## src/rtl/subneg_mem_responder.sv

```systemverilog
// Bus-side responder for the SUBNEG core: address latch, byte memory, output
// port and a valid/ready preload port, all decoded from strobe edges on clk.
module subneg_mem_responder #(
  parameter int unsigned AW       = 8,
  parameter int unsigned OUT_ADDR = 255
) (
  input  logic          clk,
  input  logic          reset,
  input  logic [7:0]    bus_in,
  input  logic          bus_oe,
  input  logic          latch_clk,
  input  logic          mem_oe_n,
  input  logic          mem_we_n,
  input  logic          out_clk,
  output logic [7:0]    rsp_data,
  output logic          rsp_drive,
  output logic [7:0]    out_port,
  output logic          out_valid,
  input  logic          ld_valid,
  output logic          ld_ready,
  input  logic [AW-1:0] ld_addr,
  input  logic [7:0]    ld_data,
  output logic          conflict
);

  localparam int unsigned DEPTH = 1 << AW;

  // The output port is strobed by out_clk; OUT_ADDR only documents the core's map.
  if (OUT_ADDR >= DEPTH) begin : g_out_addr_outside_memory
  end

  logic [7:0]    mem_q [DEPTH];

  logic [AW-1:0] addr_q, addr_d;
  logic [7:0]    out_port_q, out_port_d;
  logic          out_valid_q, out_valid_d;
  logic          conflict_q, conflict_d;
  logic          latch_prev_q, latch_prev_d;
  logic          we_n_prev_q, we_n_prev_d;
  logic          out_prev_q, out_prev_d;

  logic          lat_rise;
  logic          we_fall;
  logic          out_rise;
  logic          bus_wr;
  logic          ld_fire;
  logic          mem_wr_en;
  logic [AW-1:0] mem_wr_addr;
  logic [7:0]    mem_wr_data;

  always_comb begin
    lat_rise = latch_clk & ~latch_prev_q;
    we_fall  = ~mem_we_n & we_n_prev_q;
    out_rise = out_clk & ~out_prev_q;
  end

  // Bus writes win the single memory port; a write edge seen during reset is dropped.
  always_comb begin
    ld_ready    = ~we_fall;
    ld_fire     = ld_valid & ld_ready;
    bus_wr      = we_fall & ~reset;
    mem_wr_en   = bus_wr | ld_fire;
    mem_wr_addr = ld_addr;
    mem_wr_data = ld_data;
    if (bus_wr) begin
      mem_wr_addr = addr_q;
      mem_wr_data = bus_in;
    end
  end

  always_comb begin
    addr_d       = addr_q;
    out_port_d   = out_port_q;
    out_valid_d  = out_rise;
    conflict_d   = conflict_q | (bus_oe & rsp_drive);
    latch_prev_d = latch_clk;
    we_n_prev_d  = mem_we_n;
    out_prev_d   = out_clk;
    if (lat_rise) begin
      addr_d = bus_in[AW-1:0];
    end
    if (out_rise) begin
      out_port_d = bus_in;
    end
  end

  // Edge history resets to the asserted levels so lines held active across
  // reset release do not register as fresh edges.
  always_ff @(posedge clk) begin
    if (reset) begin
      addr_q       <= '0;
      out_port_q   <= '0;
      out_valid_q  <= 1'b0;
      conflict_q   <= 1'b0;
      latch_prev_q <= 1'b1;
      we_n_prev_q  <= 1'b0;
      out_prev_q   <= 1'b1;
    end else begin
      addr_q       <= addr_d;
      out_port_q   <= out_port_d;
      out_valid_q  <= out_valid_d;
      conflict_q   <= conflict_d;
      latch_prev_q <= latch_prev_d;
      we_n_prev_q  <= we_n_prev_d;
      out_prev_q   <= out_prev_d;
    end
  end

  always_ff @(posedge clk) begin
    if (mem_wr_en) begin
      mem_q[mem_wr_addr] <= mem_wr_data;
    end
  end

  always_comb begin
    rsp_drive = ~mem_oe_n;
    rsp_data  = '0;
    if (rsp_drive) begin
      rsp_data = mem_q[addr_q];
    end
  end

  assign out_port  = out_port_q;
  assign out_valid = out_valid_q;
  assign conflict  = conflict_q;

endmodule

```

## config.mk

```make
export PLATFORM = sky130hd
export DESIGN_NAME = subneg_mem_responder
export DESIGN_NICKNAME = d
export VERILOG_FILES = /design/src/rtl/subneg_mem_responder.sv
export SDC_FILE = /design/constraint.sdc
export NUM_CORES = 2
export LEC_CHECK = 0
export CORE_AREA = 2 2 282 493
export CTS_CLUSTER_DIAMETER = 50
export DETAILED_ROUTE_END_ITERATION = 8
export DIE_AREA = 0 0 284 495
export GPL_TIMING_DRIVEN = 0
export PLACE_DENSITY = 0.73
export SLEW_MARGIN = 0
export SYNTH_ARGS = -nofsm -noshare
export SYNTH_HDL_FRONTEND = slang
export SYNTH_SLANG_ARGS = --single-unit
```

## constraint.sdc

```tcl
create_clock -name clk -period 7.6 [get_ports clk]
set_input_delay 0.76 -clock clk [delete_from_list [all_inputs] [get_ports clk]]
set_output_delay 0.76 -clock clk [all_outputs]
set_load 0.1 [all_outputs]
```

==> images/met3.png <==
Drawn at 1 px/micron. Cells faint in the background.
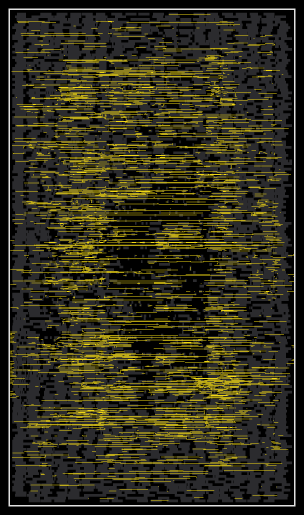
share of all routed wire: 11%
wire length on this layer: 33.9 mm
nets with wire on the layer: 975
main direction: horizontal
longest straight run: 162 microns

==> images/cell_classes.png <==
Drawn at 1 px/micron.
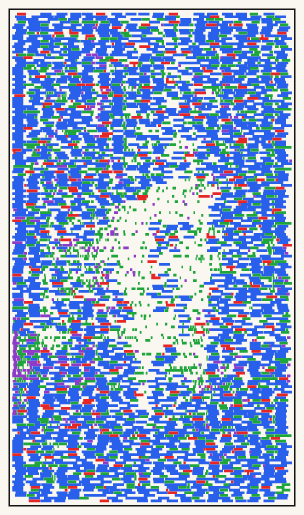
legend:
  flip-flops:
    colour: blue
    cells: 2,077
    share_of_their_area: 70%
  other buffers and delay cells:
    colour: purple
    cells: 328
    share_of_their_area: 3.5%
  all other logic:
    colour: green
    cells: 1,726
    share_of_their_area: 20%
  clock drivers and dummy loads:
    colour: red
    cells: 332
    share_of_their_area: 6.8%

==> images/port_nets.png <==
Drawn at 1 px/micron.
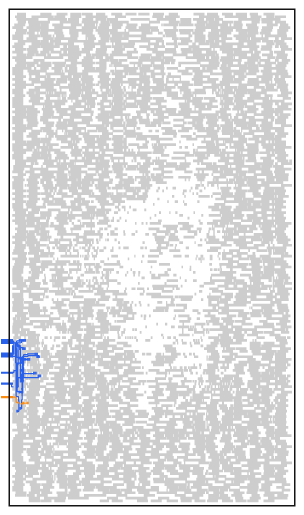
legend:
  `bus_in`:
    colour: blue
    bits: 8
    direction: input
    edge: west
    end_cells: 24
    buffers: 8
    wire: 520 microns
  `latch_clk`:
    colour: orange
    bits: 1
    direction: input
    edge: west
    end_cells: 2
    buffers: 1
    wire: 21.6 microns

==> images/final_clocks.png <==
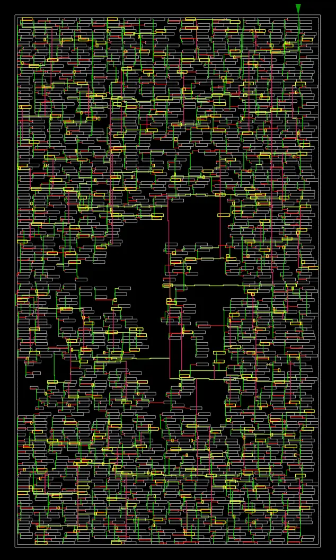
clock network power: 9.54 mW
clk_lat worst skew: 0.86 ns
clock buffers: 211

==> reports/summary.txt <==
synthesis-to-finish area growth - 12.0%
Int Pwr - 18.2 mW
CP endpoint kind - primary output
Pre-Place Util - 59.5%
most frequent logic cell in the layout - edfxtp_1
Worst Setup Start Kind - flip-flop
largest area contributor in the netlist - edfxtp_1
syn_area_per_cell - 20.1 sq um
crit path kind - reg -> out
CP max FO - 10
final hold violation count - 0
Simple Share, Synth - 3.86%
Switching Fraction - 22.8%
largest power group - sequential cells
Worst Hold Slack - 0.465 ns
slowest stage delay, CP - 1.19 ns
crit share post-route - 104%
Switching Power - 5.36 mW
slew of the pin with the lowest slew margin - 1.69 ns
final worst path period need - 7.88 ns
P_seq - 12.7 mW
Reg2Reg Launch Point - we_n_prev_q
adder share - 0%
share of cells above drive strength 1 - 20.2%
final setup fails - 7
final setup skew - 0.0563 ns
core area - 137,000 sq um
Slew Limit Fails - 63
Post-synth EDFFs - 2,048
Die Ht - 495 microns
port bufs - 51
H-tree levels - 4
Synth Cell Area - 81,500 sq um
post-synth cell types - 69
Main synth FF type - edfxtp_1
worst path bufs/invs - 5
hpwl dp - 223 mm
YS warnings - 0
worst r2r path cells - 8
TritonCTS Sinks - 2,077
final net count - 4,344
GRT overflow - 0
drt drc - 0
hold path depth - 2
multiplexer share of the synthesized area - 14.5%
postcts setup bufs - 0
Initial DRC Count - 7,245
Critical Path AT - 7.12 ns
row cnt - 180
Placer Congestion - 1.07
Top logic family - multiplexers
Slowest-stage cell, CP - o21ai_0
Critical Path Sink - rsp_data[1]
CTS tree - built
clk root buf - clkbuf_16
total number of vias - 46,000
Ports - 52
drt wl/cell - 50.0 microns
Pre-antenna DRT Iters - 6
VDD IR-drop max - 0.000256 V
Yosys chip area - 81,500 sq um
Hold-fix buffers, CTS - 0
Final WS setup - -0.277 ns
Post-Synth AOI/OAI Area - 3.20%
Place WS - 0.735 ns
part of the power in combinational logic - 5.7%
cts bufs inserted - 179
All-Layer GR Usage - 45.5%
biggest area cells - edfxtp_1 75%, mux4_2 11%, mux2i_1 2.4%
run status - finished, violations left
DIE AREA - 141,000 sq um
pin count of the biggest net entering global routing - 101
violated checks - max-capacitance violations, max-slew violations, negative setup slack
final WL - 316 mm
xor/xnor share of the synthesized area - 0%
vias in the first global route - 44,700
Yosys Instances - 4,047
maxcap violations - 8
Clk pwr share - 40.5%
Area leader share - 75.5%
Floorplan Nets - 4,079
first-pass GRT wire length - 409 mm
worst-path cell chain - buf_4 -> buf_6 -> clkbuf_1 -> buf_2 -> mux4_2 -> mux2i_1 -> o21ai_0 -> nand4b_1 -> o21ai_1 -> clkdlybuf4s50_1
leak pwr - 27.6 nW
Hold Path End - out_port[1]
slew margin rel. - -12.8%
Worst Hold Class - reg -> reg
clk slew on worst S/H paths - 0.07 ns
clock buffer depth - 3
most common logic cells in the final layout - 2,048 x edfxtp_1, 398 x mux4_2, 302 x nor2_1
register bit total from synthesis - 2,077
Critical Path RT - 6.84 ns
RSZ-0062 raised after global routing - false
asr flop ratio synth - 0%
hold wc startpoint - out_port[1]
share of total power in sequential cells - 53.8%
CP delay by family, top - buffers and inverters
==> routing by layer <==
| layer | wire length (microns) | GRT usage, % | vias to the layer above |
|---|---|---|---|
| met5 | 92 | 0 | - |
| met1 | 95400 | 50.8 | 23800 |
| met2 | 146000 | 70.6 | 3852 |
| met3 | 33900 | 11.4 | 1123 |
| met4 | 40100 | 45.5 | 14 |
| li1 | - | - | 17300 |
==> synthesized netlist by cell type, drive strengths merged (55+ instances only) <==
master / number
o22ai: 56
clkbuf: 89
nor2: 303
a22oi: 55
a21oi: 56
o21ai: 77
edfxtp: 2048
nand2: 176
mux4: 426
mux2i: 199
buf: 154
nand3: 82
==> registers in the layout, summed over array words and instances (netlist names), named ones only <==
| signal | count |
|---|---|
| mem_q | 2048 |
| addr_q | 8 |
| out_port | 8 |
| conflict | 1 |
| latch_prev_q | 1 |
| out_prev_q | 1 |
| out_valid | 1 |
| we_n_prev_q | 1 |
==> worst min-delay path: cells and delay by family, from the launching register on <==
family	cells	cell delay, ns
simple gates	1	0.06
flops	1	0.31
compound gates	1	0.05
==> layout make-up <==
cell class	count	area, sq um
antenna	25	62.6
buffer	244	1850
clock buffer	211	4620
clock inverter	121	1460
fill	8987	45700
inverter	4	15.0
multi-input combinational	1722	17700
sequential	2077	62100
tap	1820	2280
timing repair buffer	84	1230
==> stage by stage <==
step                cell area (sq um)  instances  power (mW)  util (%)  TNS (ns)
finish                          91300       6308        23.5      66.6     -1.25
detailed placement              85100       5949        14.2      62.1         0
floorplan                       81500       4047        13.6         -         0
CTS                             91200       6281        23.5      66.6         0
global route                    91200       6284        23.9      66.6         0
global placement                84300       5918        14.3      61.5  -5286.79
==> timing repair <==
item	4_1_cts	5_1_grt
endpoints found under the setup margin	2	2
pin swaps	0	0
gates cloned	0	0
resized	2	1
Power figures rest on the tool's default switching activity, not on a simulated workload.
